<file path="src/rtl/td4_pkg.sv">
// Shared definitions for the TD4 clock controller: FSM states and default divide rates.
package td4_pkg;

  typedef enum logic [1:0] {
    STEP_IDLE,
    STEP_HIGH,
    RUN
  } td4_state_e;

  // TinyFPGA BX board oscillator
  localparam int unsigned BOARD_CLK_HZ = 16_000_000;

  // Default CPU clock periods in board-clock cycles: 1 Hz, 4 Hz, 16 Hz, 1 kHz
  localparam int unsigned DEF_DIV0 = BOARD_CLK_HZ;
  localparam int unsigned DEF_DIV1 = BOARD_CLK_HZ / 4;
  localparam int unsigned DEF_DIV2 = BOARD_CLK_HZ / 16;
  localparam int unsigned DEF_DIV3 = BOARD_CLK_HZ / 1000;

endpackage

</file>
<file path="src/rtl/td4_debounce.sv">
// Push-button conditioner: 2-flop synchroniser, stability counter, accepted level and press pulse.
module td4_debounce #(
  parameter int unsigned DEBOUNCE_CYCLES = 160000
) (
  input  logic CLK,
  input  logic reset,
  input  logic btn_raw,
  output logic level,
  output logic press
);

  localparam int unsigned CW = (DEBOUNCE_CYCLES > 1) ? $clog2(DEBOUNCE_CYCLES) : 1;
  localparam logic [CW-1:0] STABLE_LAST = CW'(DEBOUNCE_CYCLES - 1);

  logic [1:0]    sync_q;
  logic [CW-1:0] stable_q;
  logic          level_q;
  logic          press_q;

  // Bring the raw button into the CLK domain
  always_ff @(posedge CLK or posedge reset) begin
    if (reset) begin
      sync_q <= 2'b00;
    end else begin
      sync_q <= {sync_q[0], btn_raw};
    end
  end

  // Flip the accepted level after DEBOUNCE_CYCLES consecutive disagreeing samples
  always_ff @(posedge CLK or posedge reset) begin
    if (reset) begin
      stable_q <= '0;
      level_q  <= 1'b0;
      press_q  <= 1'b0;
    end else begin
      press_q <= 1'b0;
      if (sync_q[1] != level_q) begin
        if (stable_q == STABLE_LAST) begin
          level_q  <= ~level_q;
          stable_q <= '0;
          // Only a 0->1 flip counts as a press
          press_q  <= ~level_q;
        end else begin
          stable_q <= stable_q + CW'(1);
        end
      end else begin
        stable_q <= '0;
      end
    end
  end

  assign level = level_q;
  assign press = press_q;

endmodule

</file>
<file path="src/rtl/td4_clock_ctrl.sv">
// TD4 CPU clock controller: four divide rates, run/single-step, debounced step button,
// rising-edge tick and edge counter. All outputs are registered.
module td4_clock_ctrl
  import td4_pkg::*;
#(
  parameter int unsigned DIV0            = DEF_DIV0,
  parameter int unsigned DIV1            = DEF_DIV1,
  parameter int unsigned DIV2            = DEF_DIV2,
  parameter int unsigned DIV3            = DEF_DIV3,
  parameter int unsigned CNT_W           = 27,
  parameter int unsigned DEBOUNCE_CYCLES = 160000,
  parameter int unsigned PULSE_CYCLES    = 8000,
  parameter int unsigned EDGE_W          = 16
) (
  input  logic              CLK,
  input  logic              reset,
  input  logic              run_i,
  input  logic [1:0]        rate_sel,
  input  logic              btn_step,
  output logic              cpu_clk,
  output logic              cpu_tick,
  output logic              running,
  output logic [EDGE_W-1:0] edge_count
);

  localparam longint unsigned CNT_MAX = (64'd1 << CNT_W) - 64'd1;
  localparam logic [CNT_W-1:0] PULSE_LAST = CNT_W'(PULSE_CYCLES - 1);

  // Reject parameter sets the counters cannot represent
  if (DIV0 < 2 || DIV1 < 2 || DIV2 < 2 || DIV3 < 2) begin : g_div_too_small
    $error("td4_clock_ctrl: every DIVn must be at least 2");
  end
  if (64'(DIV0) > CNT_MAX || 64'(DIV1) > CNT_MAX || 64'(DIV2) > CNT_MAX ||
      64'(DIV3) > CNT_MAX || 64'(PULSE_CYCLES) > CNT_MAX) begin : g_div_too_wide
    $error("td4_clock_ctrl: DIVn and PULSE_CYCLES must fit in CNT_W bits");
  end
  if (PULSE_CYCLES == 0 || DEBOUNCE_CYCLES == 0) begin : g_zero_cycles
    $error("td4_clock_ctrl: PULSE_CYCLES and DEBOUNCE_CYCLES must be at least 1");
  end

  function automatic logic [CNT_W-1:0] div_of(input logic [1:0] sel);
    case (sel)
      2'd0:    return CNT_W'(DIV0);
      2'd1:    return CNT_W'(DIV1);
      2'd2:    return CNT_W'(DIV2);
      default: return CNT_W'(DIV3);
    endcase
  endfunction

  logic [1:0] run_sync_q;
  logic [1:0] rate_meta_q;
  logic [1:0] rate_sync_q;
  logic       run_s;
  logic       btn_level;
  logic       btn_press;
  logic       step_req;

  td4_state_e        state_q;
  logic [CNT_W-1:0]  cnt_q;
  logic [1:0]        rate_q;
  logic              cpu_clk_q;
  logic              cpu_tick_q;
  logic              running_q;
  logic [EDGE_W-1:0] edge_q;

  logic [CNT_W-1:0]  period;
  logic [CNT_W-1:0]  half;
  logic [CNT_W-1:0]  cnt_nxt;

  // Two-flop synchronisers for the mode and rate switches
  always_ff @(posedge CLK or posedge reset) begin
    if (reset) begin
      run_sync_q  <= 2'b00;
      rate_meta_q <= 2'b00;
      rate_sync_q <= 2'b00;
    end else begin
      run_sync_q  <= {run_sync_q[0], run_i};
      rate_meta_q <= rate_sel;
      rate_sync_q <= rate_meta_q;
    end
  end

  assign run_s = run_sync_q[1];

  td4_debounce #(
    .DEBOUNCE_CYCLES(DEBOUNCE_CYCLES)
  ) u_btn_debounce (
    .CLK    (CLK),
    .reset  (reset),
    .btn_raw(btn_step),
    .level  (btn_level),
    .press  (btn_press)
  );

  // A press is only meaningful while the accepted level is high
  assign step_req = btn_press & btn_level;

  assign period  = div_of(rate_q);
  assign half    = period >> 1;
  assign cnt_nxt = cnt_q + CNT_W'(1);

  // Clock generation FSM; cpu_tick and edge_count step only on a 0->1 of cpu_clk
  always_ff @(posedge CLK or posedge reset) begin
    if (reset) begin
      state_q    <= STEP_IDLE;
      cnt_q      <= '0;
      rate_q     <= 2'd0;
      cpu_clk_q  <= 1'b0;
      cpu_tick_q <= 1'b0;
      running_q  <= 1'b0;
      edge_q     <= '0;
    end else begin
      cpu_tick_q <= 1'b0;
      case (state_q)
        STEP_IDLE: begin
          // Run has priority; a simultaneous press is dropped
          if (run_s) begin
            state_q    <= RUN;
            cnt_q      <= '0;
            rate_q     <= rate_sync_q;
            cpu_clk_q  <= 1'b1;
            cpu_tick_q <= 1'b1;
            running_q  <= 1'b1;
            edge_q     <= edge_q + EDGE_W'(1);
          end else if (step_req) begin
            state_q    <= STEP_HIGH;
            cnt_q      <= '0;
            cpu_clk_q  <= 1'b1;
            cpu_tick_q <= 1'b1;
            edge_q     <= edge_q + EDGE_W'(1);
          end
        end
        STEP_HIGH: begin
          if (cnt_q == PULSE_LAST) begin
            cnt_q <= '0;
            if (run_s) begin
              // cpu_clk is already high, so the first RUN high phase is not a new edge
              state_q   <= RUN;
              rate_q    <= rate_sync_q;
              running_q <= 1'b1;
            end else begin
              state_q   <= STEP_IDLE;
              cpu_clk_q <= 1'b0;
            end
          end else begin
            cnt_q <= cnt_nxt;
          end
        end
        RUN: begin
          if (cnt_q == period - CNT_W'(1)) begin
            cnt_q <= '0;
            if (run_s) begin
              rate_q     <= rate_sync_q;
              cpu_clk_q  <= 1'b1;
              cpu_tick_q <= 1'b1;
              edge_q     <= edge_q + EDGE_W'(1);
            end else begin
              state_q   <= STEP_IDLE;
              cpu_clk_q <= 1'b0;
              running_q <= 1'b0;
            end
          end else begin
            cnt_q     <= cnt_nxt;
            cpu_clk_q <= (cnt_nxt < half);
          end
        end
        default: begin
          state_q   <= STEP_IDLE;
          cnt_q     <= '0;
          cpu_clk_q <= 1'b0;
          running_q <= 1'b0;
        end
      endcase
    end
  end

  assign cpu_clk    = cpu_clk_q;
  assign cpu_tick   = cpu_tick_q;
  assign running    = running_q;
  assign edge_count = edge_q;

endmodule

</file>
<file path="config.mk">
export PLATFORM = sky130hd
export DESIGN_NAME = td4_clock_ctrl
export DESIGN_NICKNAME = d
export VERILOG_FILES = /design/src/rtl/td4_pkg.sv /design/src/rtl/td4_debounce.sv /design/src/rtl/td4_clock_ctrl.sv
export SDC_FILE = /design/constraint.sdc
export NUM_CORES = 1
export LEC_CHECK = 0
export ABC_CLOCK_PERIOD_IN_PS = 3600
export CAP_MARGIN = 10
export CORE_MARGIN = 8
export CORE_UTILIZATION = 40
export DETAILED_ROUTE_END_ITERATION = 12
export SLEW_MARGIN = 20
export SYNTH_ARGS = -nofsm -noshare
export SYNTH_HDL_FRONTEND = slang
export SYNTH_SLANG_ARGS = --single-unit
</file>
<file path="constraint.sdc">
create_clock -name CLK -period 3.6 [get_ports CLK]
set_input_delay 0.9 -clock CLK [delete_from_list [all_inputs] [get_ports CLK]]
set_output_delay 0.9 -clock CLK [all_outputs]
set_load 0.02 [all_outputs]
</file>
==> CHANGELOG.md, run 1 <==
### Implementation results

- Status: finished, final reports clean
- Yosys top cell by area: dfrtp_1
- Startpoint of the most critical hold path: u_btn_debounce.sync_q[0]$_DFF_PP0_
- Ant diodes: 0
- Fraction of power spent switching nets: 0.383
- Capture point of the worst path: cnt_q[23]$_DFFE_PP0N_
- P per Cell Area: 586 nW/um^2
- Combinational group power: 0.00133 W
- Crit-path slowest cell: nor4_2
- Most common library cell in the layout ignoring fill and taps: dfrtp_1
- Final-report max-slew violation count: 0
- Top Layout Cells: 78 x dfrtp_1, 50 x nor2_1, 39 x nand2_1
- Share of cell area taken by multi-input logic gates: 0.495
- Hold Path Stages: 0
- Path class of the lowest-slack min-delay path: reg2reg
- Insertion Delay late pin: 0.34 ns
- # setup viols final: 0
- Starting utilization of the core area: 0.407
- Proportion of synthesized chip area in sequential cells: 0.401
- GRT Max-Usage Layer: met2
- Clkbuf count: 11
- Htree depth: 3
- Die height: 126 microns
- CTS max path bufs: 2
- Post-synth design cell area: 4870 sq um
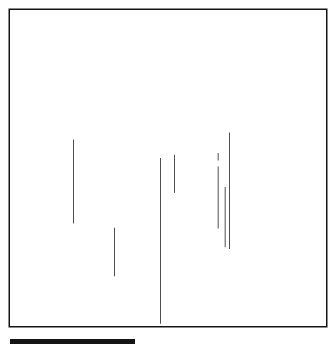
*The metal 4 layer, run 1*
The bar under the picture is 50 microns long.
- wire length on this layer: 231 microns
- nets with wire on the layer: 7
total number of vias: 3837
total detailed-routing wirelength: 11500 microns

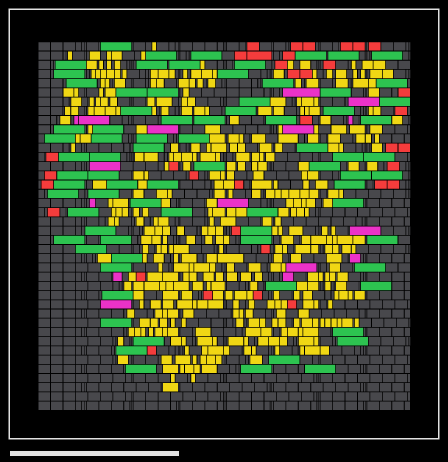
*Placed cells, one colour a class, run 1*
The bar under the picture is 50 microns long. Fill, decap, tap and diode cells in grey.
- sequential cells: green (cells 78)
- clock drivers and dummy loads: magenta (cells 16)
- remaining buffers and delay cells: red (cells 35)
- combinational and other logic: yellow (cells 405)
final standard cell area without fillers: 5590 sq um
post-route core utilization: 0.467
sequential cell area share: 0.349

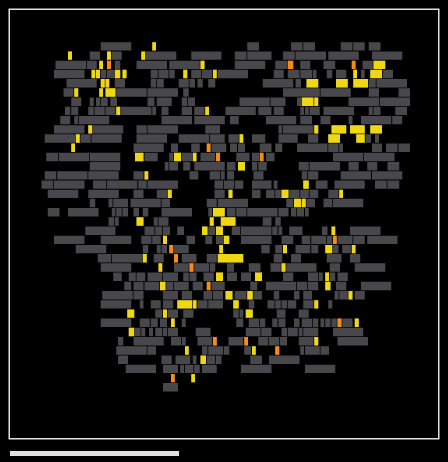
*Gate families picked out, run 1*
The bar under the picture is 50 microns long.
- nor cells: yellow (cells 89)
- inv cells: orange (cells 16)

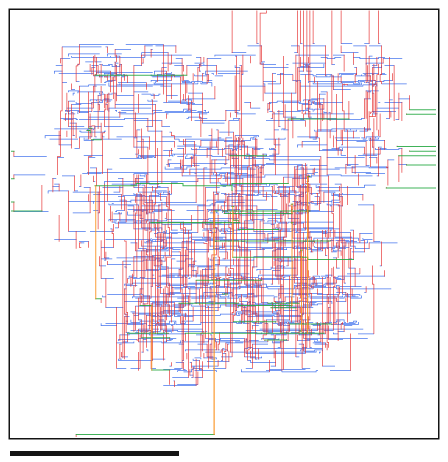
*Signal wires by layer, run 1*
The bar under the picture is 50 microns long.
- metal 3: green (wire length 574 microns)
- metal 1: blue (wire length 5370 microns)
- metal 4: orange (wire length 231 microns)
- metal 2: red (wire length 5350 microns)
overall track demand over capacity in global routing: 0.150
WL/cell: 16.9 microns

### Cell outlines without signal wires, run 1

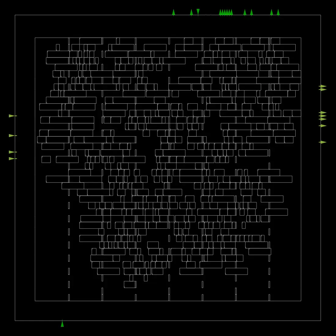

## Run 2: what changed since run 1
--- a/config.mk
+++ b/config.mk
@@ -7,7 +7,6 @@
 export LEC_CHECK = 0
 export ABC_CLOCK_PERIOD_IN_PS = 3600
 export CAP_MARGIN = 10
-export CORE_MARGIN = 8
 export CORE_UTILIZATION = 40
 export DETAILED_ROUTE_END_ITERATION = 12
 export SLEW_MARGIN = 20
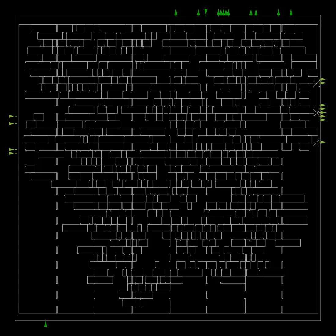
*Cell outlines without signal wires, run 2*
sequential cell area share: 0.349
standard-cell row count: 39
tapcell count: 143
# fillers: 1072
post-route core utilization: 0.480

==> run 2 against run 1 <==
  * The flow now finishes with violations (design-rule violations)
  * Global-route usage up 4.5 points
  * Register-to-register slack about the same
  * Core utilization up 1.3 points
  * Highest routed layer unchanged
  * Wire length shrank 2.6%
  * Combinational power hardly changed
  * Power up 2.4%
  * Count of clock-buffer cells in the layout is 2 lower
  * Area after synthesis did not move
  * Sequential power about the same
  * Clock power up 7.7%
  * Non-clock buffer count is 1 lower
  * Largest cell class unchanged
==> CHANGELOG.md, run 2 <==
### Implementation results

- Htree depth: 3 (unchanged)
- Proportion of synthesized chip area in sequential cells: 0.401 (unchanged)
- Overall track demand over capacity in global routing: 0.195 (+0.0449)
- Number of DRC violations after detailed routing: 3
- Final-report max-slew violation count: 0 (unchanged)
- GRT Max-Usage Layer: met2
- Starting utilization of the core area: 0.418 (+0.0104)
- Crit-path slowest cell: dfrtp_1
- Startpoint of the most critical hold path: rate_meta_q[0]$_DFF_PP0_
- Total number of vias: 3792 (-1.2%)
- Capture point of the worst path: cnt_q[9]$_DFFE_PP0N_
- Status: complete, but fails checks
- Top Layout Cells: 78 x dfrtp_1, 50 x nor2_1, 39 x nand2_1
- Met3 wire len: 502 microns
- Hold Path Stages: 0 (unchanged)
- Die height: 112 microns (-11%)
- Multiplexer area fraction after synthesis: 0.0157
- Path class of the lowest-slack min-delay path: reg2reg
- Ant diodes: 0 (unchanged)
- Failing checks: design-rule violations
- Combinational group power: 0.00134 W (about the same)
- WL/cell: 16.6 microns (-1.9%)
- CTS max path bufs: 2 (unchanged)
- # setup viols final: 0 (unchanged)
- Yosys top cell by area: dfrtp_1
- Post-synth design cell area: 4870 sq um (unchanged)
- Clkbuf count: 9 (-2)
- P per Cell Area: 600 nW/um^2 (+2.3%)
- Insertion Delay late pin: 0.34 ns (about the same)
- Length in cells of the worst reg-to-reg path: 12
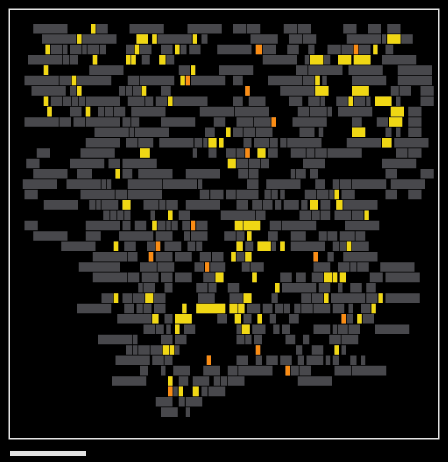
*Gate families picked out, run 2*
The bar under the picture is 20 microns long.
- nor cells: yellow (cells 89; where widely spread)
- inv cells: orange (cells 16)
most common library cell in the layout ignoring fill and taps: dfrtp_1
number of non-filler instances in the completed layout: 676
share of cell area taken by multi-input logic gates: 0.494

No activity file was given, so power comes from the tool's default toggle rates.
